Figure 1. M1 wires (run 1).
Cells faint in the background.
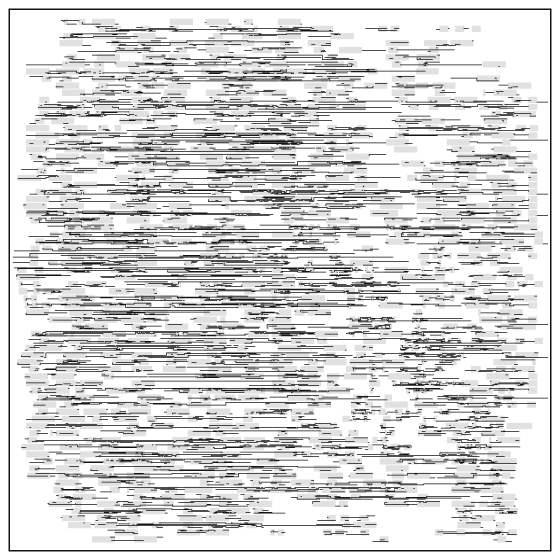
Figure 2. The metal 2 layer (run 1).
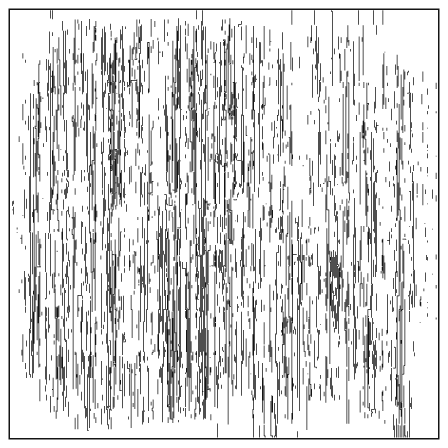
Figure 3. M4 wires (run 1).
Cells faint in the background.
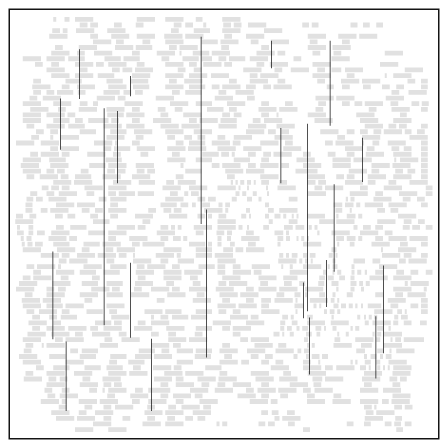
==> config.mk <==
export PLATFORM = sky130hd
export DESIGN_NAME = pkt_rx_parser_flat
export DESIGN_NICKNAME = d
export VERILOG_FILES = /design/src/rtl/pkt_rx_parser_pkg.sv /design/src/rtl/pkt_rx_parser_if.sv /design/src/rtl/pkt_rx_parser_buf.sv /design/src/rtl/pkt_rx_parser.sv /design/src/flat_wrapper.sv
export SDC_FILE = /design/constraint.sdc
export NUM_CORES = 1
export LEC_CHECK = 0
export CAP_MARGIN = 30
export CELL_PAD_IN_SITES_DETAIL_PLACEMENT = 1
export CELL_PAD_IN_SITES_GLOBAL_PLACEMENT = 1
export CORE_MARGIN = 2
export CORE_UTILIZATION = 40
export CTS_CLUSTER_SIZE = 28
export DETAILED_ROUTE_END_ITERATION = 10
export PLACE_DENSITY_LB_ADDON = 0.1
export SYNTH_ARGS = -nofsm -noshare
export SYNTH_HDL_FRONTEND = slang
export SYNTH_SLANG_ARGS = --single-unit
==> constraint.sdc <==
create_clock -name clk -period 16.1 [get_ports clk]
set_clock_uncertainty 0.1 [all_clocks]
set_input_delay 4.025 -clock clk [delete_from_list [all_inputs] [get_ports clk]]
set_output_delay 4.025 -clock clk [all_outputs]
set_load 0.02 [all_outputs]
==> results_slide.txt, run 1 <==
Physical Implementation Snapshot

Status
  • Status: finished, final reports clean

Critical path
  • Crit path depth: 7
  • Worst path bufs/invs: 4
  • Crit end category: primary output
  • CP top delay family: multiplexers
  • Reg2Reg Depth: 6
  • Crit path required time: 11.98 ns
  • Reg2Reg Setup Slack: 12.73 ns
  • CP Launch Type: input port
  • Slowest CP cell: clkdlybuf4s50_1
  • Crit path kind: input port to primary output
  • Critical path data arrival time: 6.93 ns
  • Critical-path cell list: buf_4 -> buf_4 -> buf_16 -> mux4_2 -> mux4_2 -> mux2_2 -> clkdlybuf4s50_1

STA
  • Setup ws final: about 5.0 ns
  • Final setup viols: 0
  • Max Freq: 90.5 MHz
  • Hold Fails Final Rpt: 0
  • Fin Hold WS: a little under 0.4 ns
  • Fin crit share: 68.7%
  • Worst slew pin tran: 0.971 ns
  • TNS Setup: 0 ns

Pwr
  • Flop pwr share: between 40% and 50%
  • PnR Total Power: 2.63 mW
  • Sw power: around 0.73 mW
  • Cell Pwr Density: about 140 mW/mm^2
  • P_int: 1.89 mW
  • Pleak: approximately 9 nW
  • Clock share of power: 35.8%
  • Combinational power share: 19.0%

Hold path
  • Min-Delay Path Depth: 1
  • Hold Path Class: flip-flop to flip-flop

Floorplanning
  • Initial Utilization: 40.4%
  • Die area: 0.0429 mm^2

Place
  • Placed Area: 0.0177 mm^2
  • Port bufs: 72
  • HPWL Detailed: 25900 um

Yosys
  • Number of synthesized flops with an enable pin: 0
  • Max-area cell share: 55.2%
  • Top FF cell, synth: dfrtp_1
  • Largest area contributor in the netlist: dfrtp_1
  • Async set-reset flop share out of synthesis: 100%
  • Most frequent cells after synthesis: 364 x dfrtp_1, 341 x mux2_2, 80 x mux4_2, 49 x clkbuf_1, 22 x nand2_1
  • Cells after synthesis: 1069
  • Synth Warn #: 0
  • Top cells by area: dfrtp_1 55%, mux2_2 23%, mux4_2 11%
  • Ys cells: around 1100
  • Mean Syn Cell Area: 15.4 um^2
  • Yosys chip area: approximately 0.017 mm^2

Drt
  • Iteration-0 DRC Markers: 469
  • DRT Pass-1 Iters: 4
  • DRC Markers: 0
  • Avg WL per Cell: 24.9 um

Clock tree
  • Bufs on Longest Clock Path: 3
  • Latency at later pin: 0.56 ns
  • CTS tree: yes
  • CTS Hold Bufs: 0
  • # H-tree levels: 2
  • Clk sink count: ~360
  • PostCTS Resize Cnt: 0
  • TritonCTS Buffers: 42
  • Clock root buffer: clkbuf_16

Global routing
  • Largest net degree at the start of global routing: roughly 170
  • Initial antenna violation count: 1
  • Grt ovf: 0
  • First-pass GRT wire length: 65000 um
  • Vias in the first global route: 10021

Layout
  • Layout area overhead: 15.4%

Run
  • Max-cap violation count: 0
  • Log Warnings: 36
About Figure 1:
The longest straight run is 75.0 um. 1062 nets have wire on it. The layer holds 48% of the routed length. The layer carries 20.1 mm of wire. The wires run mostly horizontal.
routing usage on met1: 29.6%
drt total wl: 42000 um

About Figure 2:
1087 nets have wire on it. The layer holds 46% of the routed length. The wires run mostly vertical.
vias: 9330
GR Layer Usage met2: 30.6%

About Figure 3:
The longest straight run is 105 um. The layer carries 878 um of wire. The wires run mostly vertical.

==> run 1: cells in the final DEF, fill, tap and decap left out, types with 12 or more instances in the layout <==
master	n
dfrtp_1	364
mux2_2	341
mux4_2	80
clkdlybuf4s50_1	63
clkbuf_16	43
nand2_1	22
nor2_1	17
mux2_1	12
nor2_2	12
==> run 1: worst register-to-register path: cells and delay by family, from the launching register on <==
family,cells,cell delay (ns)
buf+inv,1,0.35
flops,1,0.53
mux,1,0.41
simple gates,4,1.88
==> run 1: power groups by stage <==
stage	sequential, mW	combinational, mW	clock, mW
2_1_floorplan	1.20	0.330	0
3_3_place_gp	1.21	0.489	0
3_5_place_dp	1.20	0.503	0
4_1_cts	1.19	0.506	0.971
5_1_grt	1.21	0.544	1.00
6_report	1.19	0.498	0.939
==> run 1: layer usage <==
metal,vias to the layer above,global-route usage (%),wire length [um]
met1,5038,29.6,20100
met3,55,3.11,1680
met5,-,0,0
met4,0,5.71,877
li1,4065,-,-
met2,172,30.6,19300
==> run 1: cells by family after synthesis <==
family	Yosys count	synth area share, %
AND-OR/OR-AND	36	1.47
XOR/XNOR	13	0.690
adder cells (fa/ha/maj)	10	0.758
buffers and inverters	85	2.17
flip-flops	364	55.2
multiplexers	434	35.0
AND/OR/NAND/NOR	127	4.71
==> run 1: area by class of cell <==
class / instances / area (um^2)
clock inverters: 12 / 141
repair buffers: 86 / 843
well taps: 532 / 666
flip-flops and latches: 364 / 9110
fillers: 3951 / 21800
multi-input cells: 620 / 7050
inverters: 12 / 52.6
clock buffers: 60 / 1200
==> run 1: through the flow <==
| stage | instances | util, % |
|---|---|---|
| floorplan | 1069 | - |
| global placement | 1611 | 43.2 |
| detailed placement | 1612 | 43.3 |
| CTS | 1684 | 46.5 |
| global route | 1686 | 46.7 |
| finish | 1686 | 46.7 |
--- run 2 (diff from run 1) ---
Clock period 16.1 ns to 10 ns, I/O delays scaled along.
Figure 4. Congestion heat map (run 2).
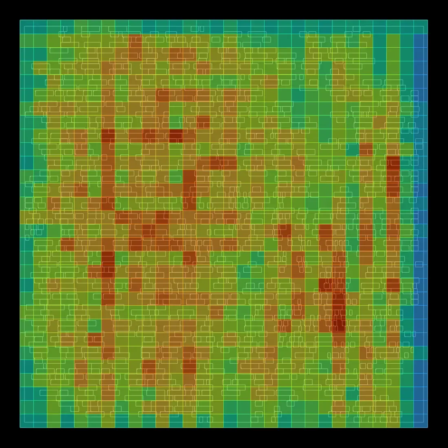
post-layout util: 46.9%
Avg WL per Cell: 25.1 um
Top Usage Layer GRT: met2
GR Layer Usage met2: 30.3%
gr usage total: 20.4%

==> run 2 against run 1 <==
Effect of this change: sequential share of layout area is 0.19 points lower; via count hardly changed; total power is 64% higher; critical endpoint is now pl_rdata[0]; largest cell class unchanged; largest power group unchanged; highest routed layer unchanged.
==> results_slide.txt, run 2 <==
Physical Implementation Snapshot

Critical path
  • CP Launch Type: input port
  • Reg2Reg Setup Slack: 6.69 ns
  • Crit path depth: 6
  • Crit path required time: 7.40 ns
  • Slowest CP cell: buf_4
  • CP max FO: 44
  • Critical path data arrival time: between 5 and 6 ns
  • Critical-path cell list: buf_4 -> buf_4 -> mux4_2 -> mux4_2 -> mux2_2 -> clkdlybuf4s50_1
  • CP top delay family: buffers and inverters
  • Slowest cell delay on critical path: 0.61 ns
  • Worst path bufs/invs: 3
  • Reg2Reg Depth: 6
  • Crit end category: primary output
  • Crit path kind: input port to primary output

Place
  • Placement Setup Slack: 1.82 ns
  • Placed Area: 0.0177 mm^2
  • Placed Cells: around 1600
  • GPL Wtd Cong: 0.786
  • HPWL Detailed: about 28000 um
  • Port bufs: 72

STA
  • Worst slew pin tran: slightly above 0.9 ns
  • RSZ-0062 raised after global routing: false
  • Hold Fails Final Rpt: 0
  • Setup ws final: 1.91 ns
  • TNS Setup: 0 ns
  • Final setup viols: 0
  • Fin Hold WS: 0.381 ns
  • Max Freq: 124 MHz
  • Slew headroom: a little under two fifths
  • Final Critical Period: 8.09 ns
  • Fin crit share: 80.9%

Yosys
  • Post-Synth XOR/XNOR Area: less than 1%
  • Max-area cell share: 55.2%
  • Largest area contributor in the netlist: dfrtp_1
  • Most numerous cell in the Yosys netlist: dfrtp_1
  • Synth Warn #: 0
  • Comb area leader: multiplexers
  • Async set-reset flop share out of synthesis: 100%
  • Cells after synthesis: 1069
  • Synthesized cell area: about 0.017 mm^2
  • Most frequent cells after synthesis: 364 x dfrtp_1, 341 x mux2_2, 80 x mux4_2, 49 x clkbuf_1, 22 x nand2_1
  • Mean Syn Cell Area: 15.4 um^2
  • Ys cells: between 1000 and 1500
  • Ao+oa area frac: under 10%
  • Top cells by area: dfrtp_1 55%, mux2_2 23%, mux4_2 11%
  • Mux area share: between 30% and 40%
  • Synth Register Bits: roughly 360
  • Number of synthesized flops with an enable pin: 0
  • Post-Synth Simple-Gate Area: 4.71%
  • Synth Area in Adders: 0.758%
  • Top FF cell, synth: dfrtp_1
  • Yosys chip area: between 0.015 and 0.02 mm^2

Layout
  • Most numerous logic cell after layout: dfrtp_1
  • Non-filler instance count after layout: 1693
  • Total Nets Final: 1158
  • # diodes: 0
  • Layout area overhead: 15.9%
  • Top cells excl fill/tap: 364 x dfrtp_1, 341 x mux2_2, 80 x mux4_2

Global routing
  • Largest net degree at the start of global routing: 74
  • Vias in the first global route: 10151
  • First-pass GRT wire length: between 60000 and 70000 um
  • Grt ovf: 0
  • Initial antenna violation count: 0

Drt
  • DRT Pass-1 Iters: 4
  • Vias/cell: roughly 5.5
  • Antenna-violating nets left: 0
  • Iteration-0 DRC Markers: 491
  • DRC Markers: 0

Hold path
  • Min-Delay Path Depth: 1
  • Hold Path Class: flip-flop to flip-flop

Clock tree
  • CTS Hold Bufs: 0
  • Clock transition at path regs: roughly 0.060 ns
  • Clk sink count: about 360
  • Bufs on Longest Clock Path: 3
  • CTS tree: yes
  • Clock root buffer: clkbuf_16
  • TritonCTS Buffers: 42
  • PostCTS Resize Cnt: 0
  • Latency at later pin: 0.55 ns
  • # H-tree levels: 2
  • Postcts setup bufs: 0

Floorplanning
  • Core Area: 0.0408 mm^2
  • # rows: 74
  • I/O Pins: 73
  • Die area: ~0.043 mm^2
  • Initial Utilization: 40.4%

Pwr
  • Pleak: roughly 9 nW
  • PnR Total Power: 4.31 mW
  • Max VDD drop: 0.145 mV
  • Cell Pwr Density: 225 mW/mm^2

Status
  • Status: finished, final reports clean

Run
  • Log Warnings: 32
  • Max-cap violation count: 0
Figure 5. M1 wires (run 2).
Cells faint in the background.
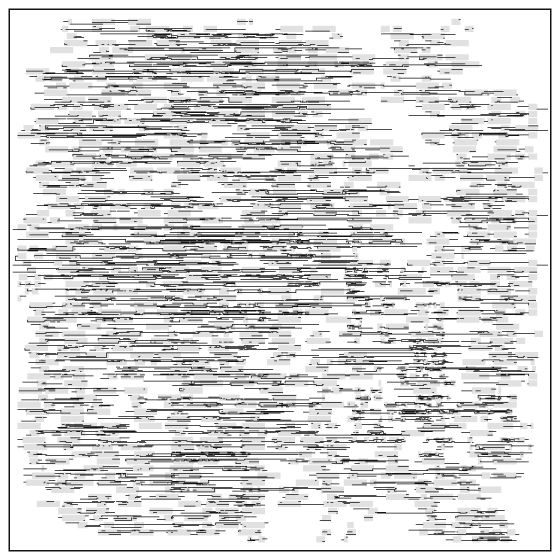
The layer carries 20.3 mm of wire. The layer holds 48% of the routed length. The wires run mostly horizontal. The longest straight run is 74.1 um. 1079 nets have wire on it.
vias: 9339
routing usage on met1: 30.3%
drt total wl: 42400 um

-- run 2: layout make-up --
| class | count | area, um^2 |
|---|---|---|
| Fill cell | 3944 | 21700 |
| Sequential cell | 364 | 9110 |
| Multi-Input combinational cell | 620 | 7050 |
| Clock buffer | 55 | 1170 |
| Timing Repair Buffer | 91 | 863 |
| Tap cell | 532 | 666 |
| Clock inverter | 19 | 229 |
| Inverter | 12 | 48.8 |
-- run 2: layer usage --
metal  vias up  track usage, %  part of all wire (%)
met5         -               0                     0
met4         0            5.71                   1.9
met3        51            4.08                   5.3
met2       181            30.3                    45
met1      5047            30.3                    48
li1       4060               -                     -
-- run 2: kinds of logic (layout without fill, tap and decap cells) --
kind of cell | Yosys count | in the layout
compound gates | 36 | 36
flops | 364 | 364
xor+xnor | 13 | 13
simple gates | 127 | 127
fa+ha+maj | 10 | 10
mux | 434 | 434
buf+inv | 85 | 177
-- run 2: worst reg2reg max path: cells and delay by family (launching register included) --
| family | cells | cell delay (ns) |
|---|---|---|
| buffers and inverters | 1 | 0.35 |
| DFF | 1 | 0.53 |
| muxes | 1 | 0.41 |
| and+or+nand+nor | 4 | 1.82 |
-- run 2: power by group --
part           internal, mW  switching (mW)  leakage, nW
clock network         0.952           0.618        0.693
registers              1.71           0.222         4.98
logic                 0.428           0.379         3.33
Power figures rest on the tool's default switching activity, not on a simulated workload.
